===== config.mk =====
export PLATFORM = sky130hd
export DESIGN_NAME = pipe_hazard_ctrl_flat
export DESIGN_NICKNAME = d
export VERILOG_FILES = /design/src/rtl/pipe_hazard_ctrl_if.sv /design/src/rtl/pipe_hazard_ctrl.sv /design/src/flat_wrapper.sv
export SDC_FILE = /design/constraint.sdc
export NUM_CORES = 1
export LEC_CHECK = 0
export CORE_MARGIN = 1
export CORE_UTILIZATION = 40
export CTS_CLUSTER_DIAMETER = 120
export DETAILED_ROUTE_END_ITERATION = 10
export SYNTH_ARGS = -nofsm -noshare
export SYNTH_HDL_FRONTEND = slang
export SYNTH_SLANG_ARGS = --single-unit

===== constraint.sdc =====
create_clock -name i_clk -period 6.2 [get_ports i_clk]
set_input_delay 0.93 -clock i_clk [delete_from_list [all_inputs] [get_ports i_clk]]
set_output_delay 0.93 -clock i_clk [all_outputs]
set_load 0.02 [all_outputs]

===== src/rtl/pipe_hazard_ctrl_if.sv =====
// Decode-side hazard bundle: D-stage operand/destination info in, pipeline
// enables, bubble insert and forwarding selects out.
interface pipe_hazard_ctrl_if;
  logic [4:0] D_Rs;
  logic [4:0] D_Rt;
  logic [1:0] D_TuseRs;
  logic [1:0] D_TuseRt;
  logic       D_RegWrite;
  logic [4:0] D_WAddr;
  logic [1:0] D_Tnew;
  logic       D_MDStart;
  logic       D_MDDiv;
  logic       D_UsesHILO;
  logic       PC_En;
  logic       FD_En;
  logic       DE_Flush;
  logic [1:0] FwdD_Rs;
  logic [1:0] FwdD_Rt;
  logic [1:0] FwdE_Rs;
  logic [1:0] FwdE_Rt;
  logic       FwdM_Rt;
  logic       MD_Busy;

  modport master (
    output D_Rs, D_Rt, D_TuseRs, D_TuseRt, D_RegWrite, D_WAddr, D_Tnew,
           D_MDStart, D_MDDiv, D_UsesHILO,
    input  PC_En, FD_En, DE_Flush, FwdD_Rs, FwdD_Rt, FwdE_Rs, FwdE_Rt,
           FwdM_Rt, MD_Busy
  );

  modport slave (
    input  D_Rs, D_Rt, D_TuseRs, D_TuseRt, D_RegWrite, D_WAddr, D_Tnew,
           D_MDStart, D_MDDiv, D_UsesHILO,
    output PC_En, FD_En, DE_Flush, FwdD_Rs, FwdD_Rt, FwdE_Rs, FwdE_Rt,
           FwdM_Rt, MD_Busy
  );
endinterface


===== src/rtl/pipe_hazard_ctrl.sv =====
// Stall/forward scheduler for the 5-stage F/D/E/M/W pipeline with an E/M/W
// destination scoreboard. Define PIPE_HAZ_MD_UNIT_EN for the mult/div busy window.
module pipe_hazard_ctrl #(
  parameter int MULT_CYC = 5,
  parameter int DIV_CYC  = 10
) (
  input  logic              i_clk,
  input  logic              i_rst,
  pipe_hazard_ctrl_if.slave hz
);
  localparam logic [3:0] MULT_L = 4'(MULT_CYC);
  localparam logic [3:0] DIV_L  = 4'(DIV_CYC);

  // live = valid && RegWrite && waddr != 0, folded into one bit when loaded
  logic       r_e_live, r_m_live, r_w_live;
  logic [4:0] r_e_waddr, r_m_waddr, r_w_waddr;
  logic [1:0] r_e_tnew, r_m_tnew;
  logic [4:0] r_e_rs, r_e_rt, r_m_rt;

  logic       w_e_hit_rs, w_e_hit_rt, w_m_hit_rs, w_m_hit_rt;
  logic       w_stall_rs, w_stall_rt, w_md_stall, w_md_busy, w_stall;
  logic [1:0] w_fwdd_rs, w_fwdd_rt, w_fwde_rs, w_fwde_rt;
  logic       w_fwdm_rt;

  function automatic logic [1:0] dec2(input logic [1:0] t);
    return (t == 2'd0) ? 2'd0 : t - 2'd1;
  endfunction

  // Only the youngest matching entry decides; W never stalls (GRF write-first)
  function automatic logic src_stall(input logic [4:0] s, input logic [1:0] tuse,
                                     input logic e_hit, input logic m_hit,
                                     input logic [1:0] e_tnew, input logic [1:0] m_tnew);
    if (tuse == 2'd3 || s == 5'd0) return 1'b0;
    if (e_hit) return e_tnew > tuse;
    return m_hit && (m_tnew > tuse);
  endfunction

  function automatic logic [1:0] fwd_d(input logic e_hit, input logic m_hit,
                                       input logic [1:0] e_tnew, input logic [1:0] m_tnew);
    if (e_hit) return (e_tnew == 2'd0) ? 2'd1 : 2'd0;
    if (m_hit && m_tnew == 2'd0) return 2'd2;
    return 2'd0;
  endfunction

  function automatic logic [1:0] fwd_e(input logic [4:0] s,
                                       input logic m_live, input logic [4:0] m_waddr,
                                       input logic [1:0] m_tnew,
                                       input logic w_live, input logic [4:0] w_waddr);
    if (s == 5'd0) return 2'd0;
    if (m_live && m_waddr == s && m_tnew == 2'd0) return 2'd2;
    if (w_live && w_waddr == s) return 2'd3;
    return 2'd0;
  endfunction

  assign w_e_hit_rs = r_e_live && (r_e_waddr == hz.D_Rs);
  assign w_e_hit_rt = r_e_live && (r_e_waddr == hz.D_Rt);
  assign w_m_hit_rs = r_m_live && (r_m_waddr == hz.D_Rs);
  assign w_m_hit_rt = r_m_live && (r_m_waddr == hz.D_Rt);

  assign w_stall_rs = src_stall(hz.D_Rs, hz.D_TuseRs, w_e_hit_rs, w_m_hit_rs, r_e_tnew, r_m_tnew);
  assign w_stall_rt = src_stall(hz.D_Rt, hz.D_TuseRt, w_e_hit_rt, w_m_hit_rt, r_e_tnew, r_m_tnew);
  assign w_stall    = ~i_rst & (w_stall_rs | w_stall_rt | w_md_stall);

  assign w_fwdd_rs = fwd_d(w_e_hit_rs, w_m_hit_rs, r_e_tnew, r_m_tnew);
  assign w_fwdd_rt = fwd_d(w_e_hit_rt, w_m_hit_rt, r_e_tnew, r_m_tnew);
  assign w_fwde_rs = fwd_e(r_e_rs, r_m_live, r_m_waddr, r_m_tnew, r_w_live, r_w_waddr);
  assign w_fwde_rt = fwd_e(r_e_rt, r_m_live, r_m_waddr, r_m_tnew, r_w_live, r_w_waddr);
  assign w_fwdm_rt = r_w_live && (r_m_rt != 5'd0) && (r_w_waddr == r_m_rt);

  // Reset forces the idle output set even while the scoreboard is unknown
  assign hz.PC_En    = ~w_stall;
  assign hz.FD_En    = ~w_stall;
  assign hz.DE_Flush = w_stall;
  assign hz.FwdD_Rs  = i_rst ? 2'd0 : w_fwdd_rs;
  assign hz.FwdD_Rt  = i_rst ? 2'd0 : w_fwdd_rt;
  assign hz.FwdE_Rs  = i_rst ? 2'd0 : w_fwde_rs;
  assign hz.FwdE_Rt  = i_rst ? 2'd0 : w_fwde_rt;
  assign hz.FwdM_Rt  = i_rst ? 1'b0 : w_fwdm_rt;
  assign hz.MD_Busy  = i_rst ? 1'b0 : w_md_busy;

  always_ff @(posedge i_clk) begin
    if (i_rst) begin
      r_e_live  <= 1'b0;
      r_e_waddr <= 5'd0;
      r_e_tnew  <= 2'd0;
      r_e_rs    <= 5'd0;
      r_e_rt    <= 5'd0;
      r_m_live  <= 1'b0;
      r_m_waddr <= 5'd0;
      r_m_tnew  <= 2'd0;
      r_m_rt    <= 5'd0;
      r_w_live  <= 1'b0;
      r_w_waddr <= 5'd0;
    end else begin
      if (w_stall) begin
        r_e_live  <= 1'b0;
        r_e_waddr <= 5'd0;
        r_e_tnew  <= 2'd0;
        r_e_rs    <= 5'd0;
        r_e_rt    <= 5'd0;
      end else begin
        r_e_live  <= hz.D_RegWrite && (hz.D_WAddr != 5'd0);
        r_e_waddr <= hz.D_WAddr;
        r_e_tnew  <= hz.D_Tnew;
        r_e_rs    <= hz.D_Rs;
        r_e_rt    <= hz.D_Rt;
      end
      r_m_live  <= r_e_live;
      r_m_waddr <= r_e_waddr;
      r_m_tnew  <= dec2(r_e_tnew);
      r_m_rt    <= r_e_rt;
      r_w_live  <= r_m_live;
      r_w_waddr <= r_m_waddr;
    end
  end

`ifdef PIPE_HAZ_MD_UNIT_EN
  logic       r_e_md_start, r_e_md_div;
  logic [3:0] r_md_cnt;

  assign w_md_busy  = (r_md_cnt != 4'd0) || r_e_md_start;
  assign w_md_stall = hz.D_UsesHILO && w_md_busy;

  // Counter loads as the start leaves E, so the window is start cycle + N
  always_ff @(posedge i_clk) begin
    if (i_rst) begin
      r_e_md_start <= 1'b0;
      r_e_md_div   <= 1'b0;
      r_md_cnt     <= 4'd0;
    end else begin
      r_e_md_start <= hz.D_MDStart && !w_stall;
      r_e_md_div   <= hz.D_MDDiv;
      if (r_e_md_start)
        r_md_cnt <= r_e_md_div ? DIV_L : MULT_L;
      else if (r_md_cnt != 4'd0)
        r_md_cnt <= r_md_cnt - 4'd1;
    end
  end
`else
  assign w_md_busy  = 1'b0 & ^{hz.D_MDStart, hz.D_MDDiv, hz.D_UsesHILO, MULT_L, DIV_L};
  assign w_md_stall = 1'b0;
`endif
endmodule


===== src/flat_wrapper.sv =====
// flat-port wrapper written by rule: the top's interface ports become plain ports
module pipe_hazard_ctrl_flat 
#(
  parameter int MULT_CYC = 5,
  parameter int DIV_CYC  = 10
)
  (i_clk, i_rst, hz_D_Rs, hz_D_Rt, hz_D_TuseRs, hz_D_TuseRt, hz_D_RegWrite, hz_D_WAddr, hz_D_Tnew, hz_D_MDStart, hz_D_MDDiv, hz_D_UsesHILO, hz_PC_En, hz_FD_En, hz_DE_Flush, hz_FwdD_Rs, hz_FwdD_Rt, hz_FwdE_Rs, hz_FwdE_Rt, hz_FwdM_Rt, hz_MD_Busy);
  pipe_hazard_ctrl_if hz_i ();
  input  logic i_clk;
  input  logic i_rst;
  input wire logic [$bits(hz_i.D_Rs)-1:0] hz_D_Rs;
  input wire logic [$bits(hz_i.D_Rt)-1:0] hz_D_Rt;
  input wire logic [$bits(hz_i.D_TuseRs)-1:0] hz_D_TuseRs;
  input wire logic [$bits(hz_i.D_TuseRt)-1:0] hz_D_TuseRt;
  input wire logic [$bits(hz_i.D_RegWrite)-1:0] hz_D_RegWrite;
  input wire logic [$bits(hz_i.D_WAddr)-1:0] hz_D_WAddr;
  input wire logic [$bits(hz_i.D_Tnew)-1:0] hz_D_Tnew;
  input wire logic [$bits(hz_i.D_MDStart)-1:0] hz_D_MDStart;
  input wire logic [$bits(hz_i.D_MDDiv)-1:0] hz_D_MDDiv;
  input wire logic [$bits(hz_i.D_UsesHILO)-1:0] hz_D_UsesHILO;
  output wire logic [$bits(hz_i.PC_En)-1:0] hz_PC_En;
  output wire logic [$bits(hz_i.FD_En)-1:0] hz_FD_En;
  output wire logic [$bits(hz_i.DE_Flush)-1:0] hz_DE_Flush;
  output wire logic [$bits(hz_i.FwdD_Rs)-1:0] hz_FwdD_Rs;
  output wire logic [$bits(hz_i.FwdD_Rt)-1:0] hz_FwdD_Rt;
  output wire logic [$bits(hz_i.FwdE_Rs)-1:0] hz_FwdE_Rs;
  output wire logic [$bits(hz_i.FwdE_Rt)-1:0] hz_FwdE_Rt;
  output wire logic [$bits(hz_i.FwdM_Rt)-1:0] hz_FwdM_Rt;
  output wire logic [$bits(hz_i.MD_Busy)-1:0] hz_MD_Busy;
  assign hz_i.D_Rs = hz_D_Rs;
  assign hz_i.D_Rt = hz_D_Rt;
  assign hz_i.D_TuseRs = hz_D_TuseRs;
  assign hz_i.D_TuseRt = hz_D_TuseRt;
  assign hz_i.D_RegWrite = hz_D_RegWrite;
  assign hz_i.D_WAddr = hz_D_WAddr;
  assign hz_i.D_Tnew = hz_D_Tnew;
  assign hz_i.D_MDStart = hz_D_MDStart;
  assign hz_i.D_MDDiv = hz_D_MDDiv;
  assign hz_i.D_UsesHILO = hz_D_UsesHILO;
  assign hz_PC_En = hz_i.PC_En;
  assign hz_FD_En = hz_i.FD_En;
  assign hz_DE_Flush = hz_i.DE_Flush;
  assign hz_FwdD_Rs = hz_i.FwdD_Rs;
  assign hz_FwdD_Rt = hz_i.FwdD_Rt;
  assign hz_FwdE_Rs = hz_i.FwdE_Rs;
  assign hz_FwdE_Rt = hz_i.FwdE_Rt;
  assign hz_FwdM_Rt = hz_i.FwdM_Rt;
  assign hz_MD_Busy = hz_i.MD_Busy;
  pipe_hazard_ctrl #(.MULT_CYC(MULT_CYC), .DIV_CYC(DIV_CYC)) u_core (.i_clk(i_clk), .i_rst(i_rst), .hz(hz_i));
endmodule

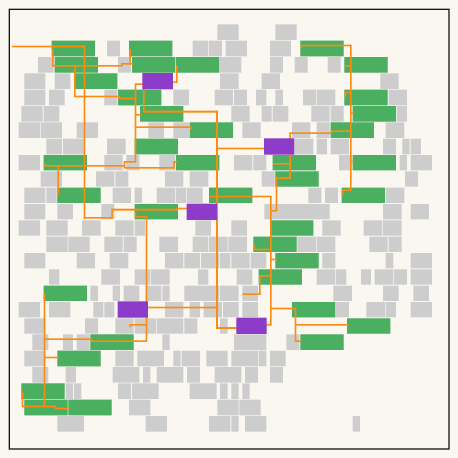
**Above:** run 1 (routed clock nets over the placement).
Scale: 6 px per µm.
legend:
  clock wires:
    color: orange
    length: 452 µm
  clock drivers:
    color: purple
    count: 5
  flip-flops:
    color: green
    count: 37
routed clock nets: 6

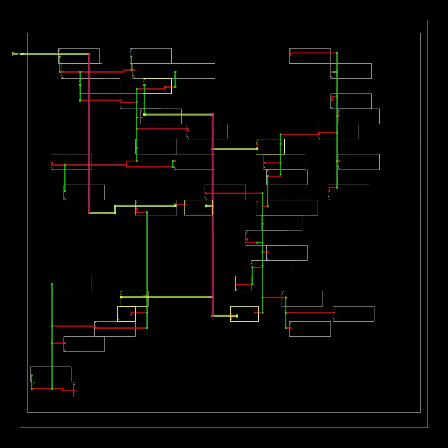
**Above:** run 1 (clock routing).
seq_cells: 37
clock group power: 0.000209 W
CTS sink cnt: 37
Setup Skew: 7.856 ps

==> results.txt, run 1 <==
fresh numbers from the pnr run: #FFs+latches synth=37, r2r setup slk=4070 ps, critical path class=input port to primary output, area share, top type=0.3668, R2R depth=8, status=completed, storage element area=740.7 µm², Cells after Synth=216, core footprint=4786 µm², DP HPWL=3286 µm, HP Class=register to register, top layer in use=met4, period utilization=0.7071, cts repair resizes=0, Final Hold Viols=0, Layout Nets=282, buffer share of cell area=0.1456, Non-Filler Instances=314, setup violators final=0, WL met2=2060 µm, Worst setup SP type=input port, met3 Use GR=0.04144, RePlAce Congestion=0.8127, list of most frequent post-synthesis cells=dfxtp_1, xor2_1, nor2b_1, nor3b_1, xnor2_1, unrepaired setup endpoints after global routing=false, Leakage=0.9639 nW, Worst-Skew Late Latency=290 ps, Unique cell types=34, WL/cell=13.61 µm, CTS tree=built, CTS Buffer Depth=2, Tmin final=4384 ps, top cells, area=dfxtp_1, xor2_1, xnor2_1, Comb/total area=0.4696, Metal-1 WL=2009 µm, # hold bufs at CTS=0, MI comb cells=158, hold depth=1, syn avg cell area=9.349 µm², Remaining DRCs=0, count leader, synth=dfxtp_1, Root Buffer=clkbuf_8, Die W=73.06 µm, ys async rst share=0, setup tns final=0 ps, Max Transition Viols Final=0, Worst Setup End Kind=primary output, CP startpoint=hz_D_TuseRs[1], Top Layout Cells=dfxtp_1, clkdlybuf4s50_1, xor2_1, nor2b_1, YS chip area=2019 µm², Filler cells=471, Data arrival, critical path=3450 ps, vias in the first global route=1581, Biggest Area Class=logic gates, clock buffers=5, Worst Hold End=u_core.r_m_tnew[0], vias per std cell=4.975, Tot GR Track Use=0.1869, initial antenna violation count=0
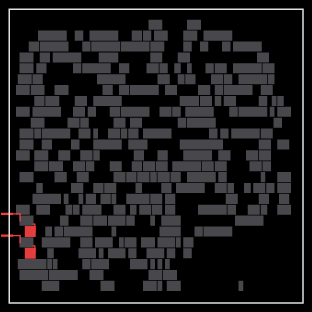
**Above:** run 1 (I/O nets highlighted).
Scale: 4 px per µm.
legend:
  hz_D_Tnew:
    color: red
    bits: 2
    direction: input
    edge: left
    end_cells: 2
    buffers: 2
    wire: 13.5 µm
number of port buffers: 35
I/O pin cnt: 40

[run 1: kinds of logic after synthesis]
family                     count (synthesis)  share of synthesized area
xor gates and xnor gates                  44                     0.1908
and+or+nand+nor                           85                     0.2522
adders and majority gates                  9                    0.05576
buffers and inverters                     21                    0.04957
other                                      1                   0.001857
DFF                                       37                     0.3668
AOI/OAI and AO/OA                         19                    0.08302
[run 1: report_power, final]
| part | total [W] | internal, W | switching [W] |
|---|---|---|---|
| Combinational | 0.0000823 | 0.0000456 | 0.0000367 |
| Sequential | 0.000263 | 0.000249 | 0.0000139 |
| Clock | 0.000209 | 0.000120 | 0.0000890 |
[run 1: through the flow]
step | util | hold WS (ps) | setup WS (ps) | power (W) | instance area, µm²
after CTS | 0.5244 | 422.0 | 1783 | 0.0005610 | 2510
after global placement | 0.5004 | 405.8 | 1805 | 0.0003505 | 2395
after global routing | 0.5244 | 441.1 | 1683 | 0.0005863 | 2510
after floorplan | - | 397.5 | 2689 | 0.0003203 | 2019
after detailed placement | 0.5004 | 411.1 | 1780 | 0.0003517 | 2395
final | 0.5244 | 420.4 | 1816 | 0.0005548 | 2510
[run 1: registers in the layout (all words and copies together) (netlist names)]
name              flops
u_core.r_e_live       1
u_core.r_e_rs         5
u_core.r_e_rt         5
u_core.r_e_tnew       2
u_core.r_e_waddr      5
u_core.r_m_live       1
u_core.r_m_rt         5
u_core.r_m_tnew       2
u_core.r_m_waddr      5
u_core.r_w_live       1
u_core.r_w_waddr      5
[run 1: worst max-delay path: stages]
cell and delay, ps:
clkdlybuf4s50_1 470, inv_1 70, ha_1 290, nand2b_1 70, a2111oi_2 360, a2bb2oi_1 120, o32ai_2 380, and2b_1 170
clkdlybuf4s50_1 590
==> run 2: changes to the inputs <==
--- a/config.mk
+++ b/config.mk
@@ -9,6 +9,7 @@
 export CORE_UTILIZATION = 40
 export CTS_CLUSTER_DIAMETER = 120
 export DETAILED_ROUTE_END_ITERATION = 10
+export PLACE_DENSITY = 0.67
 export SYNTH_ARGS = -nofsm -noshare
 export SYNTH_HDL_FRONTEND = slang
 export SYNTH_SLANG_ARGS = --single-unit
==> constraint.sdc (replaced) <==
create_clock -name i_clk -period 3.75 [get_ports i_clk]
set_input_delay 0.5625 -clock i_clk [delete_from_list [all_inputs] [get_ports i_clk]]
set_output_delay 0.5625 -clock i_clk [all_outputs]
set_load 0.02 [all_outputs]
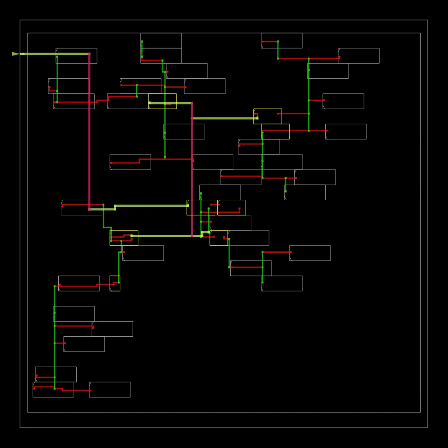
**Above:** run 2 (clock routing).
Setup Skew: 8.980 ps
Worst-Skew Late Latency: 280 ps

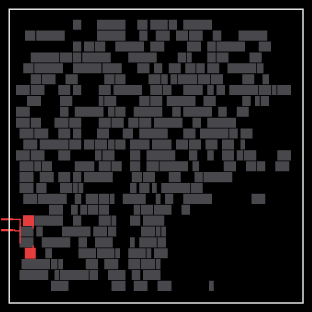
**Above:** run 2 (I/O nets highlighted).
Scale: 4 px per µm.
legend:
  hz_D_Tnew:
    color: red
    bits: 2
    direction: input
    edge: left
    end_cells: 2
    buffers: 2
    wire: 14.1 µm

==> results.txt, run 2 <==
fresh numbers from the pnr run: syn avg cell area=9.349 µm², share of power burned in registers=0.506, vias in the first global route=1506, cts repair resizes=0, Tot GR Track Use=0.1809, Int Power=0.0006370 W, Top Layout Cells=dfxtp_1, clkdlybuf4s50_1, xor2_1, nor2b_1, critical path class=input port to primary output, Cells after Synth=216, Adders+Majority by Area=0.05576, Comb. pwr=0.000138 W, # hold bufs at CTS=0, ys async rst share=0, Filler cells=458, status=completed, top cells, area=dfxtp_1, xor2_1, xnor2_1, CP startpoint=hz_D_TuseRs[1], clock group power=0.000287 W, r2r setup slk=1700 ps, NetSw=0.0002225 W, Tmin final=3505 ps, Worst Hold End=u_core.r_m_tnew[0], list of most frequent post-synthesis cells=dfxtp_1, xor2_1, nor2b_1, nor3b_1, xnor2_1, Worst setup SP type=input port, I/O pin cnt=40, setup tns final=0 ps, Synth Area in Compound Gates=0.08302, setup violators final=0, Dominant comb cell=simple AND/OR/NAND/NOR gates, Non-Filler Instances=315, MUX area fraction=0, vias per std cell=4.968, clock power share=0.333, period utilization=0.9346, unrepaired setup endpoints after global routing=false, Post-Synth Simple-Gate Area=0.2522, hold depth=1, HP Class=register to register, CTS sink cnt=37, Leakage=0.9834 nW, #FFs+latches synth=37, number of port buffers=35, Sw Ratio=0.2589, core footprint=4786 µm², CTS Buffer Depth=2, RePlAce Congestion=0.8105, YS chip area=2019 µm², Worst Setup End Kind=primary output, Max Transition Viols Final=0, initial antenna violation count=0, area share, top type=0.3668, logic gate share of total power=0.160, yosys xor share=0.1908, Overall Power=0.0008596 W
[run 2: cells by family after synthesis]
| logic type | Yosys count |
|---|---|
| XOR/XNOR | 44 |
| AND-OR/OR-AND | 19 |
| buffers and inverters | 21 |
| adder cells (fa/ha/maj) | 9 |
| AND/OR/NAND/NOR | 85 |
| flip-flops | 37 |
| other | 1 |
[run 2: worst max-delay path, cell delays in order]
cell and delay [ps]:
clkdlybuf4s50_1 480, inv_1 70, ha_1 300, nand2b_1 70, a2111oi_2 360, a2bb2oi_1 120, o32ai_2 330, nand2b_1 120
clkdlybuf4s50_1 550
[run 2: per-stage QoR]
stage	worst slack (ps)	hold WS [ps]	area (µm²)
after floorplan	974.0	397.5	2019
after global placement	106.0	407.0	2402
after detailed placement	73.08	408.9	2402
after CTS	76.14	419.7	2499
after global routing	73.62	430.9	2501
final	245.1	416.0	2501
[run 2: area by class of cell]
type / instances / area (µm²) / share of cell area
multi-input combinational: 158 / 1179 / 0.4712
sequential: 37 / 740.7 / 0.2961
clock inverter: 2 / 13.76 / 0.005503
tap: 67 / 83.83 / 0.03352
timing repair buffer: 38 / 375.4 / 0.1501
inverter: 7 / 26.28 / 0.01051
clock buffer: 6 / 82.58 / 0.03302
[run 2: worst max-delay path by stage]
stage / to / slack [ps]
finish: hz_FD_En / 250
global placement: hz_DE_Flush / 110
detailed placement: hz_DE_Flush / 70
CTS: hz_DE_Flush / 80
global route: hz_PC_En / 70
floorplan: hz_PC_En / 970
[run 2: layer usage]
metal  wire, µm  global-route usage  part of all wire
met5          0                   0                 0
met4         68             0.06536             0.016
met1       1960              0.2232              0.46
met3        155             0.04972             0.036
met2       2098              0.3004              0.49
==> run 3: changes to the inputs <==
--- a/config.mk
+++ b/config.mk
@@ -5,11 +5,13 @@
 export SDC_FILE = /design/constraint.sdc
 export NUM_CORES = 1
 export LEC_CHECK = 0
+export ABC_AREA = 1
 export CORE_MARGIN = 1
 export CORE_UTILIZATION = 40
 export CTS_CLUSTER_DIAMETER = 120
+export CTS_CLUSTER_SIZE = 16
 export DETAILED_ROUTE_END_ITERATION = 10
-export PLACE_DENSITY = 0.67
+export PLACE_DENSITY = 0.66
 export SYNTH_ARGS = -nofsm -noshare
 export SYNTH_HDL_FRONTEND = slang
 export SYNTH_SLANG_ARGS = --single-unit
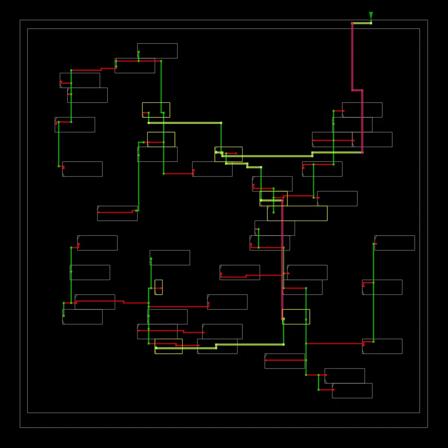
**Above:** run 3 (clock routing).
clock buffers: 7
clock group power: 0.000359 W
Setup Skew: 10.94 ps

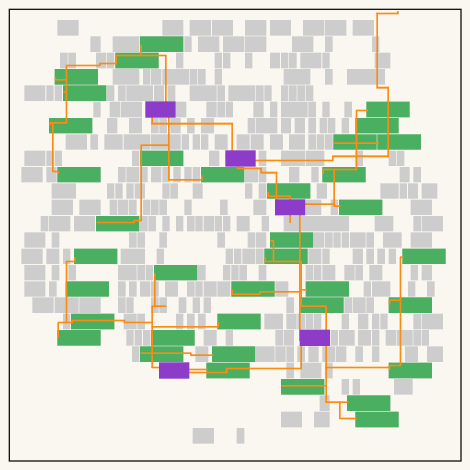
**Above:** run 3 (routed clock nets over the placement).
Scale: 6 px per µm.
legend:
  clock wires:
    color: orange
    length: 484 µm
  flip-flops:
    color: green
    count: 37
  clock drivers:
    color: purple
    count: 5
routed clock nets: 6
Worst-Skew Late Latency: 290 ps
clock power share: 0.380

==> results.txt, run 3 <==
fresh numbers from the pnr run: yosys xor share=0.02462, syn avg cell area=6.755 µm², dpl cell area=2542 µm², Worst setup SP type=input port, Adders+Majority by Area=0.05275, Fin Hold WS=429.8 ps, vias in the first global route=1863, CTS Buffer Depth=2, initial antenna violation count=0, Worst Setup End Kind=primary output, DP HPWL=4033 µm, fin area=2659 µm², MUX area fraction=0, Post-Synth Simple-Gate Area=0.3388, Filler cells=522, top cells, area=dfxtp_1, nand2_1, nor2_1, #FFs+latches synth=37, critical path class=input port to primary output, family with the most delay on the worst path=buffers and inverters, Max Transition Viols Final=0, Worst Path Buf+Inv=5, Overall Power=0.0009444 W, CP max-delay cell=clkdlybuf4s50_1, Non-Filler Instances=425, Leakage=1.217 nW, CTS tree=built, Top Layout Cells=nand2_1, nor2_1, inv_1, dfxtp_1, clkdlybuf4s50_1, Tot GR Track Use=0.1965, Multi-input gate area=1131 µm², ys async rst share=0, Cells after Synth=316, crit-path cells=clkdlybuf4s50_1, inv_1, ha_1, nand2_1, inv_1, a21oi_1, nand4_1, nand2_1, nand3_2, nand2_1, nand2_1, inv_1, clkdlybuf4s50_1, RePlAce Congestion=0.8709, layout cells sized above 1=0.1155, unrepaired setup endpoints after global routing=false, vias per std cell=4.774, Remaining DRCs=0, number of port buffers=35, Root Buffer=clkbuf_8, Syn Nets=352, max cap viols=0, I/O pin cnt=40, YS chip area=2135 µm², setup tns final=0 ps, count leader, synth=nand2_1, area share, top type=0.3470, Worst path max stage delay=590 ps, Die W=75.05 µm, # hold bufs at CTS=0, CTS sink cnt=37, setup violators final=0, Tmin final=3314 ps, list of most frequent post-synthesis cells=nand2_1, nor2_1, inv_1, dfxtp_1, Dominant comb cell=simple AND/OR/NAND/NOR gates, storage element area=740.7 µm², Final Hold Viols=0, WL/cell=11.96 µm, status=completed, Unique cell types=32, Layout Nets=390, cts repair resizes=0, Synth Area in Compound Gates=0.1120
run 3: cell types whose count changed in the layout (fill, tap and decap cells not counted), moves of 10 or more:
cell	before	now
a21oi_1	0	11
inv_1	7	47
inv_2	0	12
nand2_1	3	65
nor2_1	9	50
nor2_2	0	10
nor2b_1	19	0
nor3b_1	18	2
o21ai_0	2	12
xnor2_1	18	2
xor2_1	26	4
run 3: cell type report:
class	count	area share
multi-input cells	214	0.4254
flip-flops and latches	37	0.2786
repair buffers	36	0.1346
inverters	60	0.08471
well taps	70	0.03294
clock buffers	7	0.03247
clock inverters	1	0.01129
run 3: cell families after synthesis:
group           count (synthesis)
other cells                     1
simple gates                  157
xor+xnor                        6
flops                          37
fa+ha+maj                       9
compound gates                 41
buf+inv                        65
run 3: final timing paths:
check | slack, ps | cells after the start | to | from
worst max-delay path | 440 | 13 | hz_DE_Flush | hz_D_TuseRs[1]
worst min register to register | 430 | 1 | u_core.r_m_tnew[0] | u_core.r_e_tnew[0]
worst min-delay path | 430 | 1 | u_core.r_m_tnew[0] | u_core.r_e_tnew[0]
worst max register to register | 2040 | 8 | u_core.r_e_waddr[3] | u_core.r_e_tnew[1]
run 3: power by group:
group	total (W)	switching [W]	internal, W
clock	0.000359	0.000142	0.000217
sequential	0.000431	0.0000184	0.000412
combinational	0.000155	0.0000880	0.0000667
total	0.000944	0.000249	0.000696
run 3: stage by stage:
step,setup WS (ps),util
floorplan,1426,-
global placement,462.0,0.4978
CTS,429.2,0.5206
detailed placement,430.3,0.4978
global route,245.2,0.5206
finish,436.2,0.5206
run 3: per-layer routing:
metal  part of all wire  wire length, µm  track usage  up-vias
met1               0.48             2430       0.2478      911
li1                   -                -            -     1063
met3              0.037              190      0.04685        6
met2               0.47             2405       0.3303       49
met5                  0                0            0        -
met4              0.011               55      0.06289        0
Power and IR drop assume default switching activity.
